--- src/rtl/input_pack_mem_pkg.sv ---
// Shared constants and state type for the input packing path and the output-side fetch block.
package input_pack_mem_pkg;
    localparam int unsigned WORDS_PER_FRAME = 19200;
    localparam int unsigned BYTES_PER_WORD  = 16;
    localparam int unsigned ADDR_W          = 16;
    localparam int unsigned BASE_BIT        = 15;

    typedef enum logic [1:0] {
        IDLE,
        PACK,
        DONE
    } state_t;
endpackage

--- src/rtl/input_pack_mem_byte_lane_packer.sv ---
// 16-lane byte assembly register with lane-select decode; o_word_next already carries the incoming byte.
module byte_lane_packer
    import input_pack_mem_pkg::*;
#(
    parameter int unsigned LANES  = BYTES_PER_WORD,
    parameter int unsigned LANE_W = $clog2(LANES)
) (
    input  logic                 clock,
    input  logic                 reset_n,
    input  logic                 i_clear,
    input  logic                 i_load,
    input  logic [LANE_W-1:0]    i_lane,
    input  logic [7:0]           i_data,
    output logic [8*LANES-1:0]   o_word_next
);
    logic [8*LANES-1:0] r_asm;
    logic [8*LANES-1:0] w_next;

    always_comb begin
        w_next = r_asm;
        for (int unsigned i = 0; i < LANES; i++) begin
            if (i_load && (i_lane == LANE_W'(i))) begin
                w_next[8*i +: 8] = i_data;
            end
        end
    end

    always_ff @(posedge clock or negedge reset_n) begin
        if (!reset_n) begin
            r_asm <= '0;
        end else if (i_clear) begin
            r_asm <= '0;
        end else if (i_load) begin
            r_asm <= w_next;
        end
    end

    assign o_word_next = w_next;
endmodule

--- src/rtl/input_pack_mem.sv ---
// Packs a byte stream into 128-bit words and writes one frame of them into a selectable frame buffer.
module input_pack_mem #(
    parameter int unsigned WORDS_PER_FRAME = input_pack_mem_pkg::WORDS_PER_FRAME,
    parameter int unsigned BYTES_PER_WORD  = input_pack_mem_pkg::BYTES_PER_WORD
) (
    input  logic                                  clock,
    input  logic                                  reset_n,
    input  logic                                  start,
    input  logic [7:0]                            DataIn,
    input  logic                                  DataValid,
    input  logic                                  input_base_offset,
    output logic [8*BYTES_PER_WORD-1:0]           WriteBus,
    output logic [input_pack_mem_pkg::ADDR_W-1:0] WriteAddress,
    output logic                                  WriteEnable,
    output logic                                  done
);
    import input_pack_mem_pkg::*;

    localparam int unsigned       LANE_W    = $clog2(BYTES_PER_WORD);
    localparam int unsigned       IDX_W     = BASE_BIT;
    localparam logic [LANE_W-1:0] LAST_LANE = LANE_W'(BYTES_PER_WORD - 1);
    localparam logic [IDX_W-1:0]  LAST_WORD = IDX_W'(WORDS_PER_FRAME - 1);

    state_t                      r_state;
    state_t                      w_state_next;
    logic [LANE_W-1:0]           r_byte_count;
    logic [IDX_W-1:0]            r_word_count;
    logic                        r_base;
    logic [ADDR_W-1:0]           r_addr;
    logic [8*BYTES_PER_WORD-1:0] r_bus;
    logic                        r_we;
    logic                        w_accept;
    logic                        w_word_done;
    logic                        w_clear;
    logic [8*BYTES_PER_WORD-1:0] w_word_next;

    assign w_accept    = (r_state == PACK) && start && DataValid;
    assign w_word_done = w_accept && (r_byte_count == LAST_LANE);
    assign w_clear     = (r_state != PACK) || !start;

    byte_lane_packer #(
        .LANES  (BYTES_PER_WORD),
        .LANE_W (LANE_W)
    ) u_packer (
        .clock       (clock),
        .reset_n     (reset_n),
        .i_clear     (w_clear),
        .i_load      (w_accept),
        .i_lane      (r_byte_count),
        .i_data      (DataIn),
        .o_word_next (w_word_next)
    );

    // The frame ends on the strobe cycle of the last word, so done follows that strobe by one cycle.
    always_comb begin
        w_state_next = r_state;
        if (!start) begin
            w_state_next = IDLE;
        end else begin
            case (r_state)
                IDLE:    w_state_next = PACK;
                PACK:    if (r_we && (r_word_count == LAST_WORD)) w_state_next = DONE;
                DONE:    w_state_next = DONE;
                default: w_state_next = IDLE;
            endcase
        end
    end

    always_ff @(posedge clock or negedge reset_n) begin
        if (!reset_n) begin
            r_state      <= IDLE;
            r_byte_count <= '0;
            r_word_count <= '0;
            r_base       <= 1'b0;
            r_addr       <= '0;
            r_bus        <= '0;
            r_we         <= 1'b0;
        end else begin
            r_state <= w_state_next;
            r_we    <= w_word_done;
            if (w_word_done) begin
                r_bus <= w_word_next;
            end

            if (w_clear) begin
                r_byte_count <= '0;
            end else if (w_accept) begin
                r_byte_count <= r_byte_count + LANE_W'(1);
            end

            // Only the word index advances; the buffer-select bit is never touched by the increment.
            case (r_state)
                IDLE: begin
                    r_base       <= input_base_offset;
                    r_word_count <= '0;
                    r_addr       <= {input_base_offset, {IDX_W{1'b0}}};
                end
                PACK: begin
                    if (r_we && (r_word_count != LAST_WORD)) begin
                        r_word_count         <= r_word_count + IDX_W'(1);
                        r_addr[IDX_W-1:0]    <= r_word_count + IDX_W'(1);
                    end
                end
                default: ;
            endcase
        end
    end

    assign WriteBus     = r_bus;
    assign WriteAddress = r_addr;
    assign WriteEnable  = r_we;
    assign done         = (r_state == DONE);
endmodule

--- config.mk ---
export PLATFORM = sky130hd
export DESIGN_NAME = input_pack_mem
export DESIGN_NICKNAME = d
export VERILOG_FILES = /design/src/rtl/input_pack_mem_pkg.sv /design/src/rtl/input_pack_mem_byte_lane_packer.sv /design/src/rtl/input_pack_mem.sv
export SDC_FILE = /design/constraint.sdc
export NUM_CORES = 1
export LEC_CHECK = 0
export CAP_MARGIN = 30
export CELL_PAD_IN_SITES_DETAIL_PLACEMENT = 2
export CELL_PAD_IN_SITES_GLOBAL_PLACEMENT = 2
export CORE_ASPECT_RATIO = 1.75
export CORE_MARGIN = 2
export CORE_UTILIZATION = 25
export CTS_BUF_LIST = sky130_fd_sc_hd__clkbuf_8
export DETAILED_ROUTE_END_ITERATION = 12
export DONT_BUFFER_PORTS = 1
export HOLD_SLACK_MARGIN = 0.12
export PLACE_DENSITY = 0.53
export SYNTH_ARGS = -nofsm -noshare
export SYNTH_HDL_FRONTEND = slang
export SYNTH_SLANG_ARGS = --single-unit
--- constraint.sdc ---
create_clock -name clock -period 3.2 [get_ports clock]
set_input_delay 0.64 -clock clock [delete_from_list [all_inputs] [get_ports clock]]
set_output_delay 0.64 -clock clock [all_outputs]
set_load 0.01 [all_outputs]
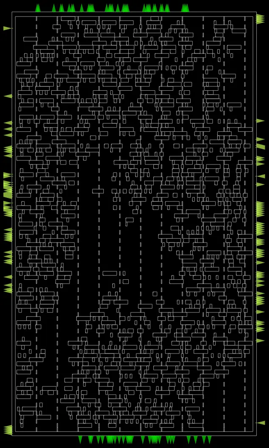
**Above:** cell outlines without signal wires.
row count: 101
core utilization of the finished layout: 28.48%
count of inserted tapcells: 566

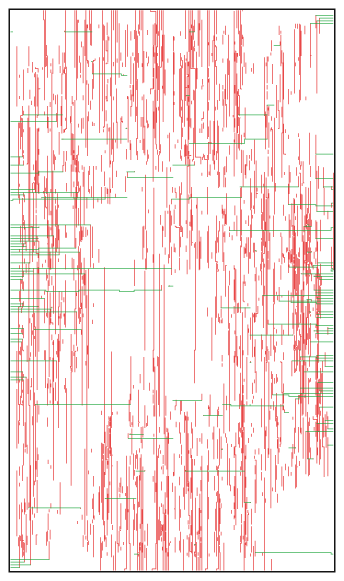
**Above:** signal wires by layer.
Scale: 2 px per µm. Two of the layers only.
red -> M2  # wire length 17,700 µm
green -> M3  # wire length 2,020 µm
number of vias in the routed layout: 7,333
Global Route Usage Sum: 15.17%
wire length after detailed routing: 33,520 µm
Routed WL per cell: 21.01 µm

==> results.json <==
{
  "run_status": "finished with violations",
  "failed_checks": "negative hold slack",
  "met3WireLength_um": 2023,
  "fp_util_pct": 25.27,
  "post_route_cells_drive_above_1_share_pct": 9.630,
  "fillers": 4819,
  "critPathArrivalTime_ns": 2.84,
  "yosysSeqAreaShare_pct": 62.08,
  "synthesized_cell_area_mm2": 0.01092,
  "synthesis.instances": 1012,
  "final_net_count": 1026,
  "tns_ns": 0,
  "pwr_density_cell_mw_per_mm2": 562.5,
  "ys_chip_area_mm2": 0.01092,
  "irDropWorstVdd_uv": 296.1,
  "detail_route.first_pass.iterations": 4,
  "detailroute.wirelength.met2_um": 17680,
  "tritoncts": "done",
  "crit_path_cell_trace": "inv_1 -> ha_1 -> buf_4 -> nand4b_1 -> nor2_2 -> mux2i_1 -> o21ai_0",
  "tritoncts_buffer_count": 45,
  "postLayoutCellArea_mm2": 0.01231,
  "hold_path_class": "in -> async",
  "drt-initial-drc-count": 251,
  "route.top_layer_used": "met4",
  "die_height_um": 280.5,
  "first_pass_grt_wire_length_um": 52870,
  "clock_tree.htree_level_count": 2,
  "finalHoldWorstSlack_ns": -0.2207,
  "power.share.sequential_pct": 50.1,
  "r2r.worst_path.cells": 7,
  "via_density_per_instance": 4.597,
  "fp_nets": 1034,
  "synth_flops": 271,
  "max-slew-margin-rel_pct": 35.34,
  "r2r_setup_slack_ns": 0.80,
  "rr_endpoint": "WriteBus[48]",
  "comb_power_share_pct": 7.4,
  "placedInstanceArea_mm2": 0.01148,
  "numPortBuffers": 0,
  "crit_type": "reg -> reg",
  "most-common-layout-cells": "271 x dfrtp_1, 238 x nand2_1, 128 x mux2i_1",
  "dieWidth_um": 162.0,
  "postSynthAreaPerCell_um2": 10.79,
  "hold_violations": 271,
  "timing.final.crit_share_pct": 75.13,
  "rr_startpoint": "r_state[1]",
  "critPathMaxStageDelay_ns": 0.61,
  "switchingPower_uw": 1782,
  "core_area_mm2": 0.04322,
  "drv_cap": 0,
  "fraction_of_power_spent_switching_nets_pct": 25.73,
  "cts_buffer_depth": 3,
  "clock_insertion_delay_worst_skew_ns": 0.57,
  "synth.distinct_cells": 51,
  "worstSetupEndpointType": "register",
  "place_hpwl_um": 20870,
  "report.final.slew_viol_count": 0,
  "io-pin-count": 159,
  "timing.critical_path.fanout_max": 10,
  "gpl.final_weighted_congestion": 0.7418,
  "number_of_gates_given_a_new_drive_strength_after_cts": 0
}
## power by group through the flow
stage | logic [µW] | registers, µW | clock network (µW)
floorplan | 369 | 3530 | 0
global placement | 521 | 3530 | 0
detailed placement | 523 | 3530 | 0
CTS | 527 | 3470 | 3120
global route | 572 | 3470 | 3240
finish | 512 | 3470 | 2940
## per-layer routing
| metal | track usage (%) | vias up |
|---|---|---|
| met2 | 27.46 | 165 |
| met4 | 4.992 | 0 |
| met1 | 17.24 | 3805 |
| met3 | 3.917 | 58 |
| met5 | 0 | - |
| li1 | - | 3305 |
## registers in the layout, summed over array words and instances (netlist names)
name and count:
WriteEnable 1, r_byte_count 4, r_state 2, WriteBus 128, u_packer.r_asm 120, WriteAddress 16
## synth_stat cells (6+ instances only)
cell type  count  area share [%]
nor2_1       125             4.3
nand4_1        6            0.34
nor2_2         9            0.52
o21ai_1       11            0.50
mux2i_1      128              12
ha_1           9             1.0
o21ai_0       70             3.2
dfrtp_1      271              62
nand3_1       11            0.50
nand2_1      239             8.2
buf_2         21            0.96
clkbuf_1      38             1.3
## kinds of logic (layout without fill, tap and decap cells)
family | after synthesis | in the layout | synth area share (%)
compound gates | 99 | 99 | 5.075
mux | 129 | 129 | 11.83
flops | 271 | 271 | 62.08
simple gates | 428 | 428 | 16.79
fa+ha+maj | 9 | 9 | 1.031
buf+inv | 73 | 89 | 2.944
xor+xnor | 3 | 3 | 0.2406
other cells | 0 | 1 | 0
## layout make-up
| class | count | area (µm²) | share of cell area, % |
|---|---|---|---|
| multi-input combinational | 668 | 3840 | 31.19 |
| clock inverter | 15 | 57.56 | 0.4675 |
| inverter | 6 | 22.52 | 0.1829 |
| antenna | 1 | 2.502 | 0.02033 |
| tap | 566 | 708.2 | 5.753 |
| clock buffer | 56 | 770.7 | 6.261 |
| timing repair buffer | 12 | 127.6 | 1.037 |
| sequential | 271 | 6782 | 55.09 |
## worst max-delay path, delay by kind of cell, from the launching register on
| kind | cells | cell delay (ns) |
|---|---|---|
| and+or+nand+nor | 2 | 0.89 |
| DFF | 1 | 0.38 |
| muxes | 1 | 0.33 |
| buffers and inverters | 2 | 0.33 |
| adders and majority gates | 1 | 0.22 |
| AOI/OAI and AO/OA | 1 | 0.11 |
## worst max path at each step
stage,startpoint,end,slack [ns],cells past startpoint
final,r_state[1],WriteBus[48],0.80,7
after global routing,r_state[1],WriteBus[80],0.56,6
after CTS,r_state[1],WriteBus[97],0.73,6
after detailed placement,r_state[1],WriteBus[97],0.74,6
after global placement,r_state[1],WriteBus[64],0.82,6
after floorplan,start,WriteBus[36],1.18,8
## metrics by stage
stage,instances,total power (µW)
5_1_grt,1595,7281
6_report,1595,6925
4_1_cts,1594,7113
2_1_floorplan,1012,3896
3_5_place_dp,1523,4055
3_3_place_gp,1523,4050
Power figures rest on the tool's default switching activity, not on a simulated workload.
